### src/rtl/reg_axi_slv_pkg.sv
// ============================================================================
// Module   : reg_axi_slv_pkg
// Brief    : Shared register-bus types, widths, response codes and FSM states.
// Revision : 1.0
// ============================================================================
`default_nettype none

package reg_axi_slv_pkg;

    localparam int R_AWID  = 32;
    localparam int R_DWID  = 32;
    localparam int R_IDWID = 4;

    localparam logic [R_DWID-1:0] REG_BAD_DATA = 32'hDEAD_ADDE;

    typedef enum logic [1:0] {
        AXI_OKAY_RESP   = 2'b00,
        AXI_EXOKAY_RESP = 2'b01,
        AXI_SLVERR_RESP = 2'b10,
        AXI_DECERR_RESP = 2'b11
    } t_AXI_RESP_e;

    typedef enum logic [2:0] {
        W_IDLE   = 3'd0,
        W_HAVE_A = 3'd1,
        W_HAVE_D = 3'd2,
        W_EXEC   = 3'd3,
        W_RESP   = 3'd4
    } t_REGSLV_WR_ST_e;

    typedef enum logic [1:0] {
        R_IDLE = 2'd0,
        R_EXEC = 2'd1,
        R_DATA = 2'd2,
        R_RESP = 2'd3
    } t_REGSLV_RD_ST_e;

    typedef struct packed {
        logic                  awvalid;
        logic [R_AWID-1:0]     awaddr;
        logic [R_IDWID-1:0]    awid;
        logic                  wvalid;
        logic [R_DWID-1:0]     wdata;
        logic [R_DWID/8-1:0]   wstrb;
        logic                  arvalid;
        logic [R_AWID-1:0]     araddr;
        logic [R_IDWID-1:0]    arid;
        logic                  bready;
        logic                  rready;
        logic                  clk_en;
    } t_reg_req_s;

    typedef struct packed {
        logic                  awready;
        logic                  wready;
        logic                  bvalid;
        logic [R_IDWID-1:0]    bid;
        t_AXI_RESP_e           bresp;
        logic                  arready;
        logic                  rvalid;
        logic [R_IDWID-1:0]    rid;
        logic [R_DWID-1:0]     rdata;
        t_AXI_RESP_e           rresp;
    } t_reg_resp_s;

endpackage

`default_nettype wire

### src/rtl/reg_axi_slv_if.sv
// ============================================================================
// Module   : reg_axi_slv_if
// Brief    : Register channel bundle: request from master, response from slave.
// Revision : 1.0
// ============================================================================
`default_nettype none

interface reg_axi_slv_if;
    import reg_axi_slv_pkg::*;

    t_reg_req_s  reg_req;
    t_reg_resp_s reg_resp;

    modport master (output reg_req, input  reg_resp);
    modport slave  (input  reg_req, output reg_resp);
endinterface

`default_nettype wire

### src/rtl/reg_axi_addr_dec.sv
// ============================================================================
// Module   : reg_axi_addr_dec
// Brief    : Range/alignment decode to an AXI response; the partial-strobe
//            check is compiled in with REG_AXI_SLV_STRB_CHK_EN.
// Revision : 1.0
// ============================================================================
`default_nettype none

module reg_axi_addr_dec
    import reg_axi_slv_pkg::*;
#(
    parameter logic [R_AWID-1:0] BASE_ADDR = 32'h0000_0000,
    parameter logic [R_AWID-1:0] ADDR_SPAN = 32'h0000_1000
) (
    input  wire [R_AWID-1:0]   addr,
    input  wire [R_DWID/8-1:0] strb,
    input  wire                is_wr,
    output t_AXI_RESP_e        resp
);

    logic [R_AWID-1:0] w_off;
    logic              w_strb_bad;

    // Below-base addresses wrap to a huge offset and fail the range test.
    assign w_off = addr - BASE_ADDR;

`ifdef REG_AXI_SLV_STRB_CHK_EN
    assign w_strb_bad = is_wr && (strb != '1);
`else
    logic w_unused_strb;
    assign w_unused_strb = ^{is_wr, strb};
    assign w_strb_bad    = 1'b0;
`endif

    always_comb begin
        resp = AXI_OKAY_RESP;
        if (!(w_off < ADDR_SPAN))
            resp = AXI_DECERR_RESP;
        else if (addr[1:0] != 2'b00)
            resp = AXI_SLVERR_RESP;
        else if (w_strb_bad)
            resp = AXI_SLVERR_RESP;
    end

endmodule

`default_nettype wire

### src/rtl/reg_axi_slv.sv
// ============================================================================
// Module   : reg_axi_slv
// Brief    : Register-bus responder driving a flat register-bank backend.
//            Optional WSTRB check: REG_AXI_SLV_STRB_CHK_EN.
// Revision : 1.0
// ============================================================================
`default_nettype none

module reg_axi_slv
    import reg_axi_slv_pkg::*;
#(
    parameter logic [R_AWID-1:0] BASE_ADDR = 32'h0000_0000,
    parameter logic [R_AWID-1:0] ADDR_SPAN = 32'h0000_1000
) (
    input  wire                  clk,
    input  wire                  rst_n,
    reg_axi_slv_if.slave         bus,
    output logic                 bk_wr_en,
    output logic [R_AWID-1:0]    bk_wr_addr,
    output logic [R_DWID-1:0]    bk_wr_data,
    output logic [R_DWID/8-1:0]  bk_wr_strb,
    output logic                 bk_rd_en,
    output logic [R_AWID-1:0]    bk_rd_addr,
    input  wire  [R_DWID-1:0]    bk_rd_data
);

    t_REGSLV_WR_ST_e     r_wr_st, w_wr_st_nxt;
    t_REGSLV_RD_ST_e     r_rd_st, w_rd_st_nxt;
    logic [R_AWID-1:0]   r_awaddr, r_araddr;
    logic [R_IDWID-1:0]  r_awid, r_arid, r_bid, r_rid;
    logic [R_DWID-1:0]   r_wdata, r_rdata;
    logic [R_DWID/8-1:0] r_wstrb;
    logic                r_bvalid, r_rvalid;
    t_AXI_RESP_e         r_bresp, r_rresp, w_wr_dec, w_rd_dec;
    logic                w_act, w_awready, w_wready, w_arready;
    logic                w_aw_hs, w_w_hs, w_ar_hs;
    t_reg_resp_s         w_resp;

    // Readies are also held low while reset is asserted.
    assign w_act = bus.reg_req.clk_en & rst_n;

    reg_axi_addr_dec #(.BASE_ADDR(BASE_ADDR), .ADDR_SPAN(ADDR_SPAN)) u_wr_dec (
        .addr(r_awaddr), .strb(r_wstrb), .is_wr(1'b1), .resp(w_wr_dec)
    );
    reg_axi_addr_dec #(.BASE_ADDR(BASE_ADDR), .ADDR_SPAN(ADDR_SPAN)) u_rd_dec (
        .addr(r_araddr), .strb('1), .is_wr(1'b0), .resp(w_rd_dec)
    );

    always_ff @(posedge clk or negedge rst_n) begin
        if (!rst_n) begin
            r_wr_st <= W_IDLE;
            r_rd_st <= R_IDLE;
        end else begin
            r_wr_st <= w_wr_st_nxt;
            r_rd_st <= w_rd_st_nxt;
        end
    end

    always_comb begin
        w_wr_st_nxt = r_wr_st;
        w_awready   = 1'b0;
        w_wready    = 1'b0;
        bk_wr_en    = 1'b0;
        case (r_wr_st)
            W_IDLE: begin
                w_awready = w_act;
                w_wready  = w_act;
                if (w_aw_hs && w_w_hs) w_wr_st_nxt = W_EXEC;
                else if (w_aw_hs)      w_wr_st_nxt = W_HAVE_A;
                else if (w_w_hs)       w_wr_st_nxt = W_HAVE_D;
            end
            W_HAVE_A: begin
                w_wready = w_act;
                if (w_w_hs) w_wr_st_nxt = W_EXEC;
            end
            W_HAVE_D: begin
                w_awready = w_act;
                if (w_aw_hs) w_wr_st_nxt = W_EXEC;
            end
            W_EXEC: begin
                bk_wr_en = w_act && (w_wr_dec == AXI_OKAY_RESP);
                if (w_act) w_wr_st_nxt = W_RESP;
            end
            W_RESP: begin
                if (w_act && bus.reg_req.bready) w_wr_st_nxt = W_IDLE;
            end
            default: w_wr_st_nxt = W_IDLE;
        endcase
    end

    always_comb begin
        w_rd_st_nxt = r_rd_st;
        w_arready   = 1'b0;
        bk_rd_en    = 1'b0;
        case (r_rd_st)
            R_IDLE: begin
                w_arready = w_act;
                if (w_ar_hs) w_rd_st_nxt = R_EXEC;
            end
            R_EXEC: begin
                bk_rd_en = w_act && (w_rd_dec == AXI_OKAY_RESP);
                if (w_act) w_rd_st_nxt = R_DATA;
            end
            R_DATA: begin
                if (w_act) w_rd_st_nxt = R_RESP;
            end
            R_RESP: begin
                if (w_act && bus.reg_req.rready) w_rd_st_nxt = R_IDLE;
            end
            default: w_rd_st_nxt = R_IDLE;
        endcase
    end

    assign w_aw_hs = w_awready & bus.reg_req.awvalid;
    assign w_w_hs  = w_wready  & bus.reg_req.wvalid;
    assign w_ar_hs = w_arready & bus.reg_req.arvalid;

    always_ff @(posedge clk or negedge rst_n) begin
        if (!rst_n) begin
            r_awaddr <= '0;
            r_awid   <= '0;
            r_wdata  <= '0;
            r_wstrb  <= '0;
            r_bvalid <= 1'b0;
            r_bid    <= '0;
            r_bresp  <= AXI_OKAY_RESP;
        end else begin
            if (w_aw_hs) begin
                r_awaddr <= bus.reg_req.awaddr;
                r_awid   <= bus.reg_req.awid;
            end
            if (w_w_hs) begin
                r_wdata <= bus.reg_req.wdata;
                r_wstrb <= bus.reg_req.wstrb;
            end
            if (w_act && r_wr_st == W_EXEC) begin
                r_bvalid <= 1'b1;
                r_bid    <= r_awid;
                r_bresp  <= w_wr_dec;
            end else if (w_act && r_wr_st == W_RESP && bus.reg_req.bready) begin
                r_bvalid <= 1'b0;
            end
        end
    end

    always_ff @(posedge clk or negedge rst_n) begin
        if (!rst_n) begin
            r_araddr <= '0;
            r_arid   <= '0;
            r_rvalid <= 1'b0;
            r_rid    <= '0;
            r_rdata  <= '0;
            r_rresp  <= AXI_OKAY_RESP;
        end else begin
            if (w_ar_hs) begin
                r_araddr <= bus.reg_req.araddr;
                r_arid   <= bus.reg_req.arid;
            end
            if (w_act && r_rd_st == R_DATA) begin
                r_rvalid <= 1'b1;
                r_rid    <= r_arid;
                r_rresp  <= w_rd_dec;
                r_rdata  <= (w_rd_dec == AXI_OKAY_RESP) ? bk_rd_data : REG_BAD_DATA;
            end else if (w_act && r_rd_st == R_RESP && bus.reg_req.rready) begin
                r_rvalid <= 1'b0;
            end
        end
    end

    // Backend payloads are only meaningful alongside their strobe; zero otherwise.
    assign bk_wr_addr = bk_wr_en ? ((r_awaddr - BASE_ADDR) >> 2) : '0;
    assign bk_wr_data = bk_wr_en ? r_wdata : '0;
    assign bk_wr_strb = bk_wr_en ? r_wstrb : '0;
    assign bk_rd_addr = bk_rd_en ? ((r_araddr - BASE_ADDR) >> 2) : '0;

    always_comb begin
        w_resp         = '0;
        w_resp.awready = w_awready;
        w_resp.wready  = w_wready;
        w_resp.bvalid  = r_bvalid;
        w_resp.bid     = r_bid;
        w_resp.bresp   = r_bresp;
        w_resp.arready = w_arready;
        w_resp.rvalid  = r_rvalid;
        w_resp.rid     = r_rid;
        w_resp.rdata   = r_rdata;
        w_resp.rresp   = r_rresp;
    end

    assign bus.reg_resp = w_resp;

endmodule

`default_nettype wire
### src/flat_wrapper.sv
// flat-port wrapper written by rule: the top's interface ports become plain ports
module reg_axi_slv_flat import reg_axi_slv_pkg::*;
#(
    parameter logic [R_AWID-1:0] BASE_ADDR = 32'h0000_0000,
    parameter logic [R_AWID-1:0] ADDR_SPAN = 32'h0000_1000
)
  (clk, rst_n, bk_wr_en, bk_wr_addr, bk_wr_data, bk_wr_strb, bk_rd_en, bk_rd_addr, bk_rd_data, bus_reg_req, bus_reg_resp);
  reg_axi_slv_if bus_i ();
  input  wire clk;
  input  wire rst_n;
  output logic bk_wr_en;
  output logic [R_AWID-1:0] bk_wr_addr;
  output logic [R_DWID-1:0] bk_wr_data;
  output logic [R_DWID/8-1:0] bk_wr_strb;
  output logic bk_rd_en;
  output logic [R_AWID-1:0] bk_rd_addr;
  input  wire  [R_DWID-1:0] bk_rd_data;
  input wire logic [$bits(bus_i.reg_req)-1:0] bus_reg_req;
  output wire logic [$bits(bus_i.reg_resp)-1:0] bus_reg_resp;
  assign bus_i.reg_req = bus_reg_req;
  assign bus_reg_resp = bus_i.reg_resp;
  reg_axi_slv #(.BASE_ADDR(BASE_ADDR), .ADDR_SPAN(ADDR_SPAN)) u_core (.clk(clk), .rst_n(rst_n), .bus(bus_i), .bk_wr_en(bk_wr_en), .bk_wr_addr(bk_wr_addr), .bk_wr_data(bk_wr_data), .bk_wr_strb(bk_wr_strb), .bk_rd_en(bk_rd_en), .bk_rd_addr(bk_rd_addr), .bk_rd_data(bk_rd_data));
endmodule
### config.mk
export PLATFORM = sky130hd
export DESIGN_NAME = reg_axi_slv_flat
export DESIGN_NICKNAME = d
export VERILOG_FILES = /design/src/rtl/reg_axi_slv_pkg.sv /design/src/rtl/reg_axi_slv_if.sv /design/src/rtl/reg_axi_addr_dec.sv /design/src/rtl/reg_axi_slv.sv /design/src/flat_wrapper.sv
export SDC_FILE = /design/constraint.sdc
export NUM_CORES = 1
export LEC_CHECK = 0
export CAP_MARGIN = 40
export CORE_MARGIN = 2
export CORE_UTILIZATION = 43
export CTS_CLUSTER_SIZE = 20
export DETAILED_ROUTE_END_ITERATION = 16
export HOLD_SLACK_MARGIN = 0.15
export PLACE_DENSITY = 0.93
export SETUP_SLACK_MARGIN = 0.5
export SYNTH_ARGS = -nofsm -noshare
export SYNTH_HDL_FRONTEND = slang
export SYNTH_HIERARCHICAL = 1
export SYNTH_SLANG_ARGS = --single-unit
### constraint.sdc
create_clock -name clk -period 2.79 [get_ports clk]
set_input_delay 0.4185 -clock clk [delete_from_list [all_inputs] [get_ports clk]]
set_output_delay 0.4185 -clock clk [all_outputs]
set_load 0.05 [all_outputs]
Figure 1. PDN straps and rails.
Bar = 50 um. Pins as bars on the die edge. Tap cells in gray.
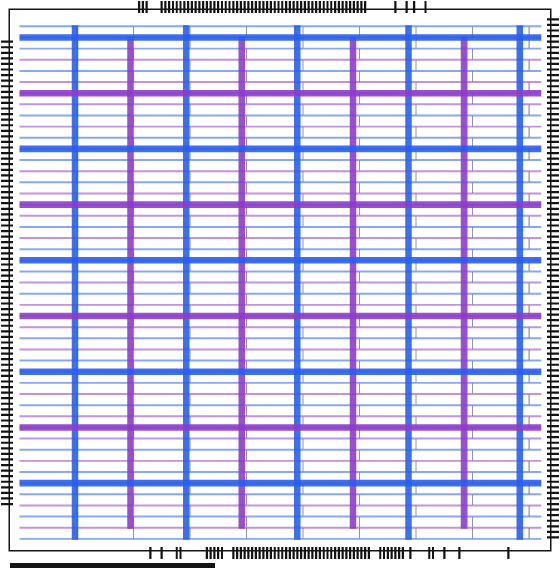
blue -> VSS
purple -> VDD
signal pins = 299
met4 straps = 9

Figure 2. Placed cells, one color a class.
Bar = 50 um.
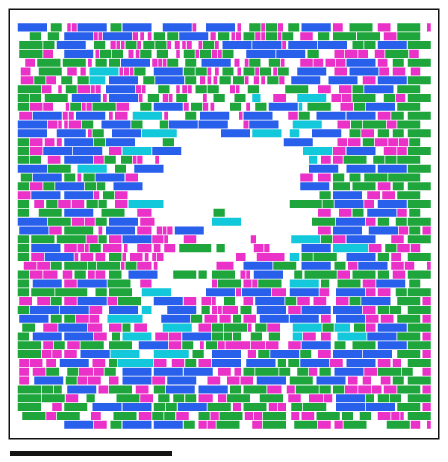
magenta -> combinational and other logic  # cells 379
blue -> flops  # cells 159
green -> other buffers and delay cells  # cells 334
cyan -> clock drivers and dummy loads  # cells 32
Layout Cell Area excl Fill: 0.0126 mm^2
area of the core: 0.0159 mm^2
Site Rows: 46

Figure 3. Clock network drawn from the DEF.
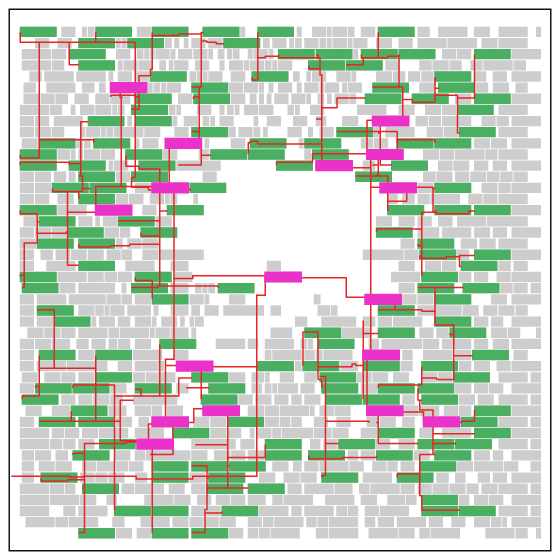
red -> clock wires  # length 1960 um
green -> flip-flops  # count 159
magenta -> clock drivers  # count 17
routed clock nets = 18

Figure 4. Routed metal, one color a layer.
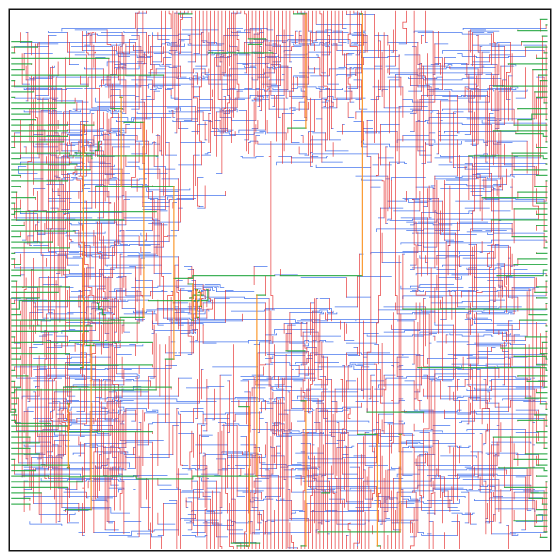
green -> metal 3  # wire length 1640 um
red -> metal 2  # wire length 12200 um
orange -> metal 4  # wire length 502 um
blue -> metal 1  # wire length 8730 um
routed vias: 5693
detail-routed net length per standard cell: 20.6 um
Overall Global Routing Usage: 0.265
wire length reported by the detailed router: 23.0 mm

Figure 5. Congestion heat map.
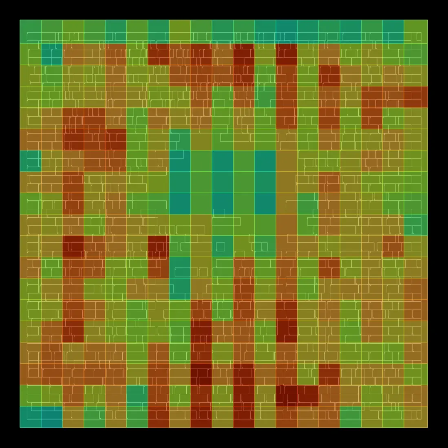
grt met1 use: 0.299
Global Route met2 Usage: 0.472
final core area utilization: 0.787

==> summary.txt <==
Status on the layout run. The run finished, with violations left. The final reports fail on setup timing. Synthesis-to-layout area growth landed at 78.7%.

Detailed-routing iteration count for the pre-antenna-repair pass landed at 5. HPWL after detailed placement landed at 15.7 mm. Via count of the first global-routing pass landed at 6353. Insertion delay to the later sink of the worst-skew pair landed at 0.41 ns. Number of routed nets with antenna violations landed at 0. Cell internal power dissipation landed at 6.75 mW. The worst setup path is launched from a flop. Setup slack after layout landed at -0.304 ns. Per the slew report, the remaining headroom to the max-slew limit stands at 0.484. Looking at the max-slew report, the worst-margin pin has a slew of 0.774 ns. The routed design shows a via density per instance of 5.08. STA puts the critical path data required time at 2.37 ns. The total overflow left after global routing is 0. Count of final hold-check violations landed at 0. The worst path in the final design needs a cycle of 3.09 ns, including I/O delays and setup.

The floorplan step records an initial core utilization of 0.441. Initial DRC count landed at 243. The net count of the finished layout is 1044. The first global-routing pass estimated 35.7 mm of wire. Switching part of the total power landed at 0.353. The setup path with the least slack is of type flop to output port. Total of max-cap violations landed at 0. Of the total power, registers draw 0.406.

Highest clock rate landed at 323 MHz. Synthesized area divided by synthesized cell count landed at 12.1 um^2. The power report attributes to the combinational group a share of 0.336. Non-filler instance count after layout landed at 1120. Register-to-register setup slack landed at 0.58 ns. Hold is met by 0.406 ns. Routability-driven placement finished with a final weighted congestion of 0.795.

Leakage dissipation landed at 5.37 nW. For this run, the number of Yosys warnings is 6. In this run the count of I/O pins placed on the die edge is 299. The worst setup path is captured at an output port. Post-synthesis cell area landed at 0.00703 mm^2. Count of placed standard cells including taps landed at 1061. The clock passes through at most 2 buffers. Chip footprint landed at 0.0174 mm^2.

After layout, the design draws a total of 10.4 mW. Number of antenna diodes landed at 0. The cell sitting at the root of the clock tree is a sky130_fd_sc_hd__clkbuf_16. Per the final layout report, the fraction of cells sized above drive strength 1 comes to 0.450. DRC violations left landed at 0. The final timing report counts setup violations totalling 98.

Largest net degree at the start of global routing landed at 64. The number of clock buffers added by TritonCTS is 17.
==> layer usage <==
layer,wire (um),vias to the layer above,part of all wire,GRT usage
met5,0,-,0,0
met4,501,0,0.022,0.0882
met3,1640,33,0.071,0.0892
met2,12200,251,0.53,0.472
met1,8730,2842,0.38,0.299
li1,-,2567,-,-
==> state kept, by name, indices dropped and copies added, names as in the netlist, 32 cells and up <==
signal	cells
u_core/r_wdata	32
u_core/r_awaddr	32
u_core/r_rdata	32
u_core/r_araddr	32
==> path summary, 6_finish.rpt <==
path                                                         to                            start  depth (start not counted)
max in group asynchronous        u_core/r_wdata[29]$_DFFE_PN0P_                            rst_n                          4
worst min-delay path                u_core/r_rvalid$_DFFE_PN0P_                            rst_n                          4
worst max-delay path                             bk_wr_addr[12]  u_core/r_awaddr[14]$_DFFE_PN0P_                          9
worst min register to register    u_core/r_rdata[6]$_DFFE_PN0P_    u_core/r_rdata[6]$_DFFE_PN0P_                          2
min in group asynchronous       u_core/r_araddr[18]$_DFFE_PN0P_                            rst_n                          2
worst max register to register    u_core/r_rdata[3]$_DFFE_PN0P_  u_core/r_araddr[31]$_DFFE_PN0P_                          8
==> placed cells by master (no fill, tap or decap), drive strengths merged <==
cell,instances
and3,3
clkinvlp,2
a21oi,2
nand4,2
nor4b,2
buf,139
a41oi,1
nor2,28
clkbuf,22
dlygate4sd3,1
nor3,3
clkinv,2
or3,1
and2,96
bufinv,6
nand3,7
dfrtp,159
nor4,11
o31ai,1
a222oi,1
a31o,2
nand4b,1
mux2i,1
conb,4
o21ai,33
nand2b,1
ha,5
inv,8
or2,1
nand2,46
mux2,121
clkdlybuf4s50,192
==> final cells by class <==
type	instances	area, um^2
clock inverter	12	230
fill	856	3390
timing repair buffer	334	4500
sequential	159	3980
multi-input combinational	373	3090
clock buffer	20	457
inverter	6	22.5
tap	216	270
==> critical path: stages (launching register included) <==
cell	delay, ns
sky130_fd_sc_hd__dfrtp_1	0.40
sky130_fd_sc_hd__nor4_2	0.37
sky130_fd_sc_hd__and3_1	0.27
sky130_fd_sc_hd__nand4_1	0.18
sky130_fd_sc_hd__nor4_4	0.24
sky130_fd_sc_hd__buf_4	0.17
sky130_fd_sc_hd__buf_4	0.15
sky130_fd_sc_hd__buf_16	0.15
sky130_fd_sc_hd__and2_2	0.18
sky130_fd_sc_hd__buf_12	0.14
==> power by group through the flow <==
stage	clock network, mW	logic, mW	registers [mW]
2_1_floorplan	0	1.42	4.76
3_3_place_gp	0	3.21	4.08
3_5_place_dp	0	3.36	4.19
4_1_cts	2.73	3.48	4.20
5_1_grt	2.83	3.70	4.36
6_report	2.69	3.51	4.24
==> metrics by stage <==
stage               cell area, um^2   util  worst slack, ns
floorplan                      7330      -            0.373
global placement              11400  0.715            0.241
detailed placement            11400  0.717            0.192
CTS                           12500  0.781           -0.223
global route                  12600  0.787           -0.374
finish                        12600  0.787           -0.304
==> timing repair <==
item                                   CTS  global route
hold buffers                             1             0
pin swaps                               28             8
setup endpoints to repair               98            99
endpoints found under the hold margin   47             0
gates resized                           20             6
gates cloned                             5             2
setup buffers                           16             3
Power figures rest on the tool's default switching activity, not on a simulated workload.
